Fig. 1: sequential cells coloured by netlist name
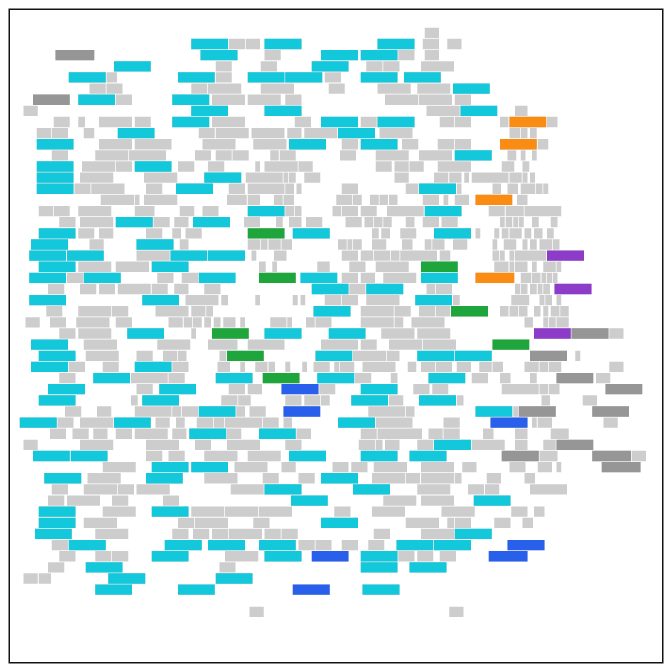
Fig. 2: ports around the boundary
Pins as bars across the die edge, other pins in grey.
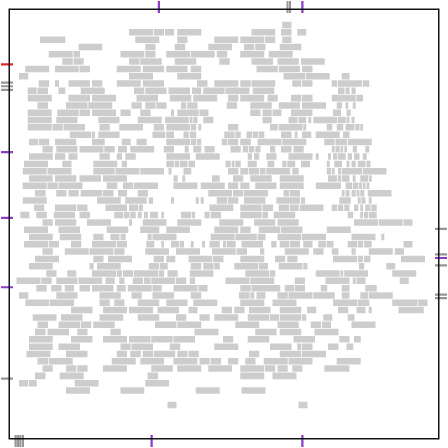
Fig. 3: routing congestion map
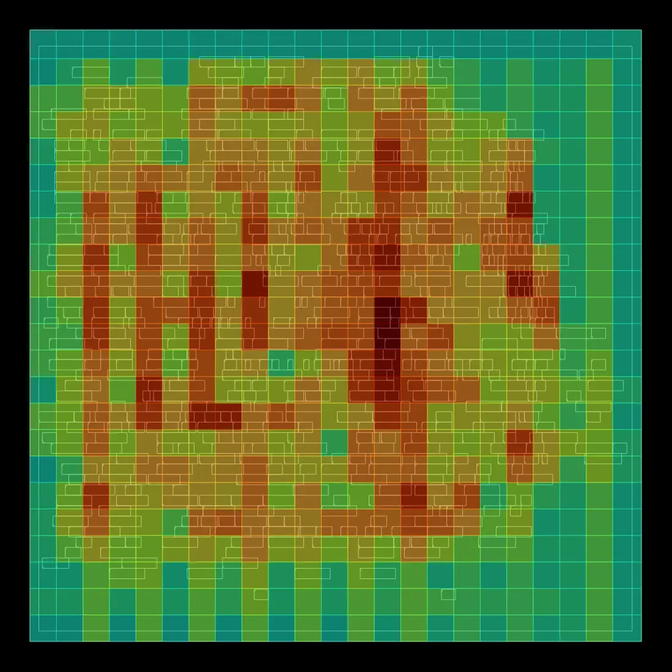
Fig. 4: clock wires, drivers and flops
The bar under the picture is 50 um long.
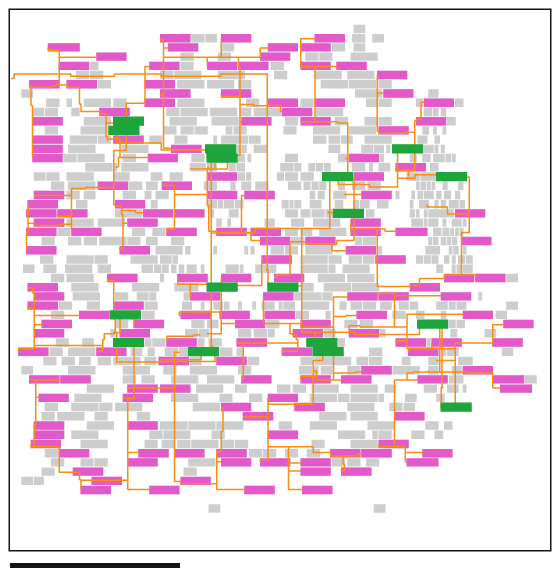
### src/rtl/spi_ram_pkg.sv
// ---------------------------------------------------------------------------
// spi_ram_pkg
// Shared definitions for the SPI RAM responder: the two opcodes the
// responder understands and the state encoding of its byte-level FSM.
// ---------------------------------------------------------------------------
package spi_ram_pkg;

    localparam logic [7:0] CMD_READ  = 8'h03;
    localparam logic [7:0] CMD_WRITE = 8'h02;

    typedef enum logic [2:0] {
        IDLE,
        CMD,
        RADDR,
        WADDR,
        READ,
        WRITE,
        IGNORE
    } state_t;

endpackage

### src/rtl/spi_in_sync.sv
// ---------------------------------------------------------------------------
// spi_in_sync
// Brings the asynchronous SPI pins into the clk domain and detects the SCK
// edges there.
//
// Ports:
//   clk, rst        system clock, asynchronous active-high reset
//   spi_cs_n        raw chip select (active low)
//   spi_sck         raw SPI clock (CPOL=0)
//   spi_mosi        raw master data
//   cs_n_s          synchronized chip select
//   mosi_s          synchronized master data
//   sck_rise        one-clk pulse on a synchronized SCK rising edge
//   sck_fall        one-clk pulse on a synchronized SCK falling edge
// ---------------------------------------------------------------------------
module spi_in_sync #(
    parameter int SYNC_STAGES = 2
) (
    input  logic clk,
    input  logic rst,
    input  logic spi_cs_n,
    input  logic spi_sck,
    input  logic spi_mosi,
    output logic cs_n_s,
    output logic mosi_s,
    output logic sck_rise,
    output logic sck_fall
);

    logic [SYNC_STAGES-1:0] sck_sync_q, sck_sync_d;
    logic [SYNC_STAGES-1:0] cs_sync_q, cs_sync_d;
    logic [SYNC_STAGES-1:0] mosi_sync_q, mosi_sync_d;
    logic                   sck_dly_q, sck_dly_d;
    logic                   sck_s;

    assign sck_s  = sck_sync_q[SYNC_STAGES-1];
    assign cs_n_s = cs_sync_q[SYNC_STAGES-1];
    assign mosi_s = mosi_sync_q[SYNC_STAGES-1];

    // Shift each pin one stage further down its chain; the extra SCK flop
    // holds the previous synchronized value for edge detection.
    always_comb begin
        sck_sync_d  = {sck_sync_q[SYNC_STAGES-2:0], spi_sck};
        cs_sync_d   = {cs_sync_q[SYNC_STAGES-2:0], spi_cs_n};
        mosi_sync_d = {mosi_sync_q[SYNC_STAGES-2:0], spi_mosi};
        sck_dly_d   = sck_s;
    end

    // Chip select resets to the deselected level so the responder comes out
    // of reset idle rather than seeing a spurious select.
    always_ff @(posedge clk or posedge rst) begin
        if (rst) begin
            sck_sync_q  <= '0;
            cs_sync_q   <= '1;
            mosi_sync_q <= '0;
            sck_dly_q   <= 1'b0;
        end else begin
            sck_sync_q  <= sck_sync_d;
            cs_sync_q   <= cs_sync_d;
            mosi_sync_q <= mosi_sync_d;
            sck_dly_q   <= sck_dly_d;
        end
    end

    assign sck_rise = sck_s & ~sck_dly_q;
    assign sck_fall = ~sck_s & sck_dly_q;

endmodule

### src/rtl/spi_ram_responder.sv
// ---------------------------------------------------------------------------
// spi_ram_responder
// SPI Mode-0 responder that behaves like a small byte-wide serial RAM.
// Understands READ (0x03) and WRITE (0x02) followed by an address byte, with
// the address auto-incrementing (and wrapping) across a burst.
//
// Ports:
//   clk, rst        system clock (>= 8x SCK), asynchronous active-high reset
//   spi_cs_n        chip select from master, active low
//   spi_sck         SPI clock, CPOL=0
//   spi_mosi        master data, MSB first
//   spi_miso        responder data, MSB first; 0 outside READ
//   busy            high while the synchronized chip select is low
//   cmd_err         one-clk pulse on an unknown opcode
//   dbg_addr        debug read address (low log2(DEPTH) bits used)
//   dbg_data        combinational memory contents at dbg_addr
// ---------------------------------------------------------------------------
module spi_ram_responder
    import spi_ram_pkg::*;
#(
    parameter int DEPTH       = 16,
    parameter int SYNC_STAGES = 2
) (
    input  logic       clk,
    input  logic       rst,
    input  logic       spi_cs_n,
    input  logic       spi_sck,
    input  logic       spi_mosi,
    output logic       spi_miso,
    output logic       busy,
    output logic       cmd_err,
    input  logic [7:0] dbg_addr,
    output logic [7:0] dbg_data
);

    localparam int AW = $clog2(DEPTH);

    logic cs_n_s, mosi_s, sck_rise, sck_fall;

    state_t          state_q, state_d;
    logic [2:0]      bit_cnt_q, bit_cnt_d;
    logic [7:0]      rx_shift_q, rx_shift_d;
    logic [7:0]      tx_shift_q, tx_shift_d;
    logic [AW-1:0]   addr_q, addr_d;
    logic            miso_q, miso_d;
    logic            cmd_err_q, cmd_err_d;
    logic [7:0]      mem_q [DEPTH];
    logic [7:0]      mem_d [DEPTH];

    logic            mem_we;
    logic [AW-1:0]   mem_waddr;
    logic [7:0]      mem_wdata;
    logic [7:0]      rx_byte;
    logic [AW-1:0]   rx_addr;
    logic            byte_done;
    logic            unused_bits;

    spi_in_sync #(
        .SYNC_STAGES (SYNC_STAGES)
    ) u_in_sync (
        .clk      (clk),
        .rst      (rst),
        .spi_cs_n (spi_cs_n),
        .spi_sck  (spi_sck),
        .spi_mosi (spi_mosi),
        .cs_n_s   (cs_n_s),
        .mosi_s   (mosi_s),
        .sck_rise (sck_rise),
        .sck_fall (sck_fall)
    );

    // rx_byte is the byte as it will look after this rise, so the FSM can act
    // on a completed byte in the same clk as its last bit arrives.
    assign rx_byte   = {rx_shift_q[6:0], mosi_s};
    assign rx_addr   = rx_byte[AW-1:0];
    assign byte_done = sck_rise && (bit_cnt_q == 3'd7);

    // Next-state logic. Deselect has absolute priority: it wins over a
    // byte-completing rise in the same clk, so a torn transfer never writes.
    always_comb begin
        state_d    = state_q;
        bit_cnt_d  = bit_cnt_q;
        rx_shift_d = rx_shift_q;
        tx_shift_d = tx_shift_q;
        addr_d     = addr_q;
        miso_d     = 1'b0;
        cmd_err_d  = 1'b0;
        mem_we     = 1'b0;
        mem_waddr  = addr_q;
        mem_wdata  = rx_byte;

        if (cs_n_s) begin
            state_d   = IDLE;
            bit_cnt_d = 3'd0;
        end else begin
            if (sck_rise) begin
                rx_shift_d = rx_byte;
                bit_cnt_d  = bit_cnt_q + 3'd1;
            end

            unique case (state_q)
                IDLE: begin
                    state_d = CMD;
                end
                CMD: begin
                    if (byte_done) begin
                        if (rx_byte == CMD_READ) begin
                            state_d = RADDR;
                        end else if (rx_byte == CMD_WRITE) begin
                            state_d = WADDR;
                        end else begin
                            state_d   = IGNORE;
                            cmd_err_d = 1'b1;
                        end
                    end
                end
                RADDR: begin
                    if (byte_done) begin
                        tx_shift_d = mem_q[rx_addr];
                        addr_d     = rx_addr + AW'(1);
                        state_d    = READ;
                    end
                end
                WADDR: begin
                    if (byte_done) begin
                        addr_d  = rx_addr;
                        state_d = WRITE;
                    end
                end
                READ: begin
                    // Shift out on the fall so the bit is stable well before
                    // the master samples on the following rise.
                    miso_d = miso_q;
                    if (sck_fall) begin
                        miso_d     = tx_shift_q[7];
                        tx_shift_d = {tx_shift_q[6:0], 1'b0};
                    end
                    if (byte_done) begin
                        tx_shift_d = mem_q[addr_q];
                        addr_d     = addr_q + AW'(1);
                    end
                end
                WRITE: begin
                    if (byte_done) begin
                        mem_we = 1'b1;
                        addr_d = addr_q + AW'(1);
                    end
                end
                IGNORE: begin
                    miso_d = 1'b0;
                end
                default: begin
                    state_d = IDLE;
                end
            endcase
        end
    end

    // Memory update: at most one byte written per clk.
    always_comb begin
        mem_d = mem_q;
        if (mem_we) begin
            mem_d[mem_waddr] = mem_wdata;
        end
    end

    always_ff @(posedge clk or posedge rst) begin
        if (rst) begin
            state_q    <= IDLE;
            bit_cnt_q  <= 3'd0;
            rx_shift_q <= 8'h00;
            tx_shift_q <= 8'h00;
            addr_q     <= '0;
            miso_q     <= 1'b0;
            cmd_err_q  <= 1'b0;
            for (int i = 0; i < DEPTH; i++) begin
                mem_q[i] <= 8'h00;
            end
        end else begin
            state_q    <= state_d;
            bit_cnt_q  <= bit_cnt_d;
            rx_shift_q <= rx_shift_d;
            tx_shift_q <= tx_shift_d;
            addr_q     <= addr_d;
            miso_q     <= miso_d;
            cmd_err_q  <= cmd_err_d;
            mem_q      <= mem_d;
        end
    end

    assign spi_miso = miso_q;
    assign cmd_err  = cmd_err_q;
    assign busy     = ~cs_n_s;
    assign dbg_data = mem_q[dbg_addr[AW-1:0]];

    // Upper debug-address bits and the oldest receive bit are intentionally
    // ignored.
    assign unused_bits = ^{dbg_addr, rx_shift_q[7]};

endmodule

### config.mk
export PLATFORM = sky130hd
export DESIGN_NAME = spi_ram_responder
export DESIGN_NICKNAME = d
export VERILOG_FILES = /design/src/rtl/spi_ram_pkg.sv /design/src/rtl/spi_in_sync.sv /design/src/rtl/spi_ram_responder.sv
export SDC_FILE = /design/constraint.sdc
export NUM_CORES = 1
export LEC_CHECK = 0
export ABC_AREA = 0
export CORE_MARGIN = 2
export CORE_UTILIZATION = 40
export CTS_CLUSTER_SIZE = 40
export DETAILED_ROUTE_END_ITERATION = 10
export PLACE_DENSITY = 0.6
export REMOVE_ABC_BUFFERS = 1
export SLEW_MARGIN = 15
export SYNTH_ARGS = -nofsm -noshare
export SYNTH_HDL_FRONTEND = slang
export SYNTH_SLANG_ARGS = --single-unit
### constraint.sdc
create_clock -name clk -period 6.8 [get_ports clk]
set_input_delay 1.36 -clock clk [delete_from_list [all_inputs] [get_ports clk]]
set_output_delay 1.36 -clock clk [all_outputs]
set_load 0.05 [all_outputs]
==> out/metrics.csv <==
metric;value;unit
setup.reg_to_reg.worst_slack;3410;ps
routed-via-count;6328;
critical_path_buf_inv_count;3;
synth-edff-count;0;
cp_num_cells;5;
power.share.sequential;0.450;
worstHoldEndpoint;u_in_sync.sck_sync_q[1]$_DFF_PP0_;
finish.net_count;690;
gp_congestion;0.8193;
design.portCount;24;
ys_area;9644;um^2
intPower;1659;uW
core_util_floorplan;0.4097;
p_clk;962;uW
grt_setup_unrepaired;false;
setup_viol;0;
hold_viol;0;
ctsResizeCount;0;
worstSetupEndpointType;output pin;
post-synth-top-area-fraction;0.4152;
worst_pin_slew;1046;ps
fa_ha_area_frac;0.003892;
num-fill-cells;2125;
top_power_group;registers;
clk_root_buffer_cell;sky130_fd_sc_hd__clkbuf_16;
critical_path.top_delay_family;buffers and inverters;
antenna_violations_before_repair;0;
r2r.worst_path.cells;7;
critical_path_peak_fanout;17;
aoi_share;0.05267;
grt_first_pass_wirelength;41.81;mm
yosys_warnings;0;
finalCriticalPeriod;5294;ps
dp_hpwl;16.02;mm
power.share.combinational;0.154;
max_reg_flops;128;
first_global_vias;6629;
critical_path_class;in -> out;
design_power_total;2427;uW
pin_count_of_the_biggest_net_entering_global_routing;110;
class_of_the_worst_hold_path;reg -> reg;
critical_path.slowest_cell;sky130_fd_sc_hd__clkdlybuf4s50_1;
vias_per_cell;6.290;
post_cts_setup_repair_buffer_count;0;
cap_violations;0;
chip_area;25370;um^2
clock_tree_from_tritoncts;done;
required_time_reported_for_the_critical_path_endpoint;5440;ps
drtAntennaViolNets;0;
placement_rows;56;
post_placement_setup_slack;1489;ps
remaining_drc_errors;0;
final_cells;1006;
most_frequently_placed_logic_cell_in_the_final_layout;sky130_fd_sc_hd__dfrtp_1;
post_route_cells_drive_above_1_share;0.3872;
post_synth_num_cell_types;59;
final_clock_skew;9.892;ps
path_common_cell;sky130_fd_sc_hd__mux4_2;
antenna_cells;0;
crit_path_start_kind;input pin;
total_switching_power;767.0;uW
timing.hold.worst.start;u_in_sync.sck_sync_q[0]$_DFF_PP0_;
status;finished, final reports clean;
power.density;228.9;nW/um^2
post_synth_inst_count;692;
wl;26.51;mm
lay_top_cells;sky130_fd_sc_hd__dfrtp_1, sky130_fd_sc_hd__mux2_2, sky130_fd_sc_hd__mux4_2, sky130_fd_sc_hd__mux2_1, sky130_fd_sc_hd__mux2i_1;
cp-startpoint;dbg_addr[0];
setup_ws_final;1506;ps
worst_ir_drop_vdd;0.1712;mV
synth_flops;162;
top_regs;mem_q: 128 flops, tx_shift_q: 8 flops, rx_shift_q: 7 flops;
power.switching_fraction;0.3161;
clock_sink_count;162;
most_instantiated_cells_after_synthesis;sky130_fd_sc_hd__dfrtp_1, sky130_fd_sc_hd__mux2_2, sky130_fd_sc_hd__mux4_2;
startpoint_of_the_worst_register_to_register_path;bit_cnt_q[0]$_DFFE_PP0P_;
worstSkewPairLatency;430;ps
placed_cells_incl_taps;974;
synth_top_cell_by_count;sky130_fd_sc_hd__dfrtp_1;
synthesized_area_divided_by_synthesized_cell_count;13.94;um^2
largest_register;mem_q;
timing.final.max_slew_violations;0;
clkTransAtPathRegs;70;ps
cellLeakagePower;0.004432;uW
postSynth.asyncResetShare;1.000;
tritoncts.num_buffers;17;
min_delay_path_depth;0;
setup_tns;0;ps
timing.critical_path.slowest_cell_delay;730;ps
cts_hold_repair.buffers;0;
crit_chain;buf_2 > buf_12 > mux4_2 > mux4_2 > clkdlybuf4s50_1;
r2r-end;mem_q[67]$_DFFE_PP0P_;
area_growth_syn_to_layout;9.912;%
openroad.warnings;31;
cts-htree-levels;4;
fp.coreArea;23540;um^2
yosys.area_share.simple;0.06149;
drt_first_pass_iters;5;
slew_headroom;0.2993;
power_drawn_by_the_combinational_cells;373;uW
initialDrtViolationCount;501;
mux_area_frac;0.4248;
yosys_most_used_dff;sky130_fd_sc_hd__dfrtp_1;
sequential_to_total_area_share_from_yosys_stat;0.4206;
crit_path_end;dbg_data[2];
post-route-period-util;0.7785;
fmaxAchievable;0.1889;GHz
yosysTopAreaCell;sky130_fd_sc_hd__dfrtp_1;
grt-ovfl-total;0;
top_cells_by_area;sky130_fd_sc_hd__dfrtp_1, sky130_fd_sc_hd__mux4_2, sky130_fd_sc_hd__mux2_2;
worst_ep_arrival_time;3930;ps
clock_power_share;0.396;
post_synthesis_cell_area;9644;um^2
clock_path_buffers;2;
synth_xor_xnor_area_share;0.0009081;
seq_power;1090;uW
yosys-dominant-comb-family;multiplexers;
yosys-stat-cells;692;
Notes on Fig. 1 above:
[state_q] purple | sequential cells: 3
[addr_q] orange | sequential cells: 4 | where: top right
[tx_shift_q] green | sequential cells: 8
[mem_q] cyan | sequential cells: 128
[rx_shift_q] blue | sequential cells: 7 | where: bottom middle
not coloured: 12

Notes on Fig. 2 above:
[clk] red | pins: 1 | direction: input | edge: left
[dbg_data] purple | pins: 8 | direction: output | edge: 3 left, 2 top, 2 bottom, 1 right
PortBufs: 19
die height: 159.3 um
Die Wd: 159.3 um

Notes on Fig. 3 above:
routed wirelength normalized by instance count: 26.35 um
GR Util met2: 0.3447
met1 Usage GRT: 0.3087
Overall Global Routing Usage: 0.2190
share of the core filled with cells in the final layout: 0.4503

Notes on Fig. 4 above:
[clock drivers] green | count: 17
[flip-flops] magenta | count: 162
[clock wires] orange | length: 2,260 um
flops lie: widely spread
routed clock nets: 18

metal layers:
layer,vias to the layer above,track usage,routed length (um)
li1,2654,-,-
met3,43,0.04246,1390
met2,236,0.3447,12670
met5,-,0,0
met4,0,0.06901,654
met1,3395,0.3087,11800
per-stage QoR:
stage                     hold slack [ps]  instance area (um^2)    util
after global placement              338.7                 10020  0.4256
after floorplan                     331.2                  9330       -
after CTS                           362.0                 10600  0.4503
final                               358.3                 10600  0.4503
after detailed placement            342.7                 10020  0.4256
after global routing                368.7                 10600  0.4503
final cells by class:
cell class              count  area [um^2]  area share
clock inverters            12        122.6     0.01157
repair buffers             30        280.3     0.02644
clock buffers              20        456.7     0.04308
inverters                   8        35.03    0.003305
flip-flops and latches    162         4060      0.3830
multi-input cells         455         5246      0.4949
well taps                 319        399.1     0.03765
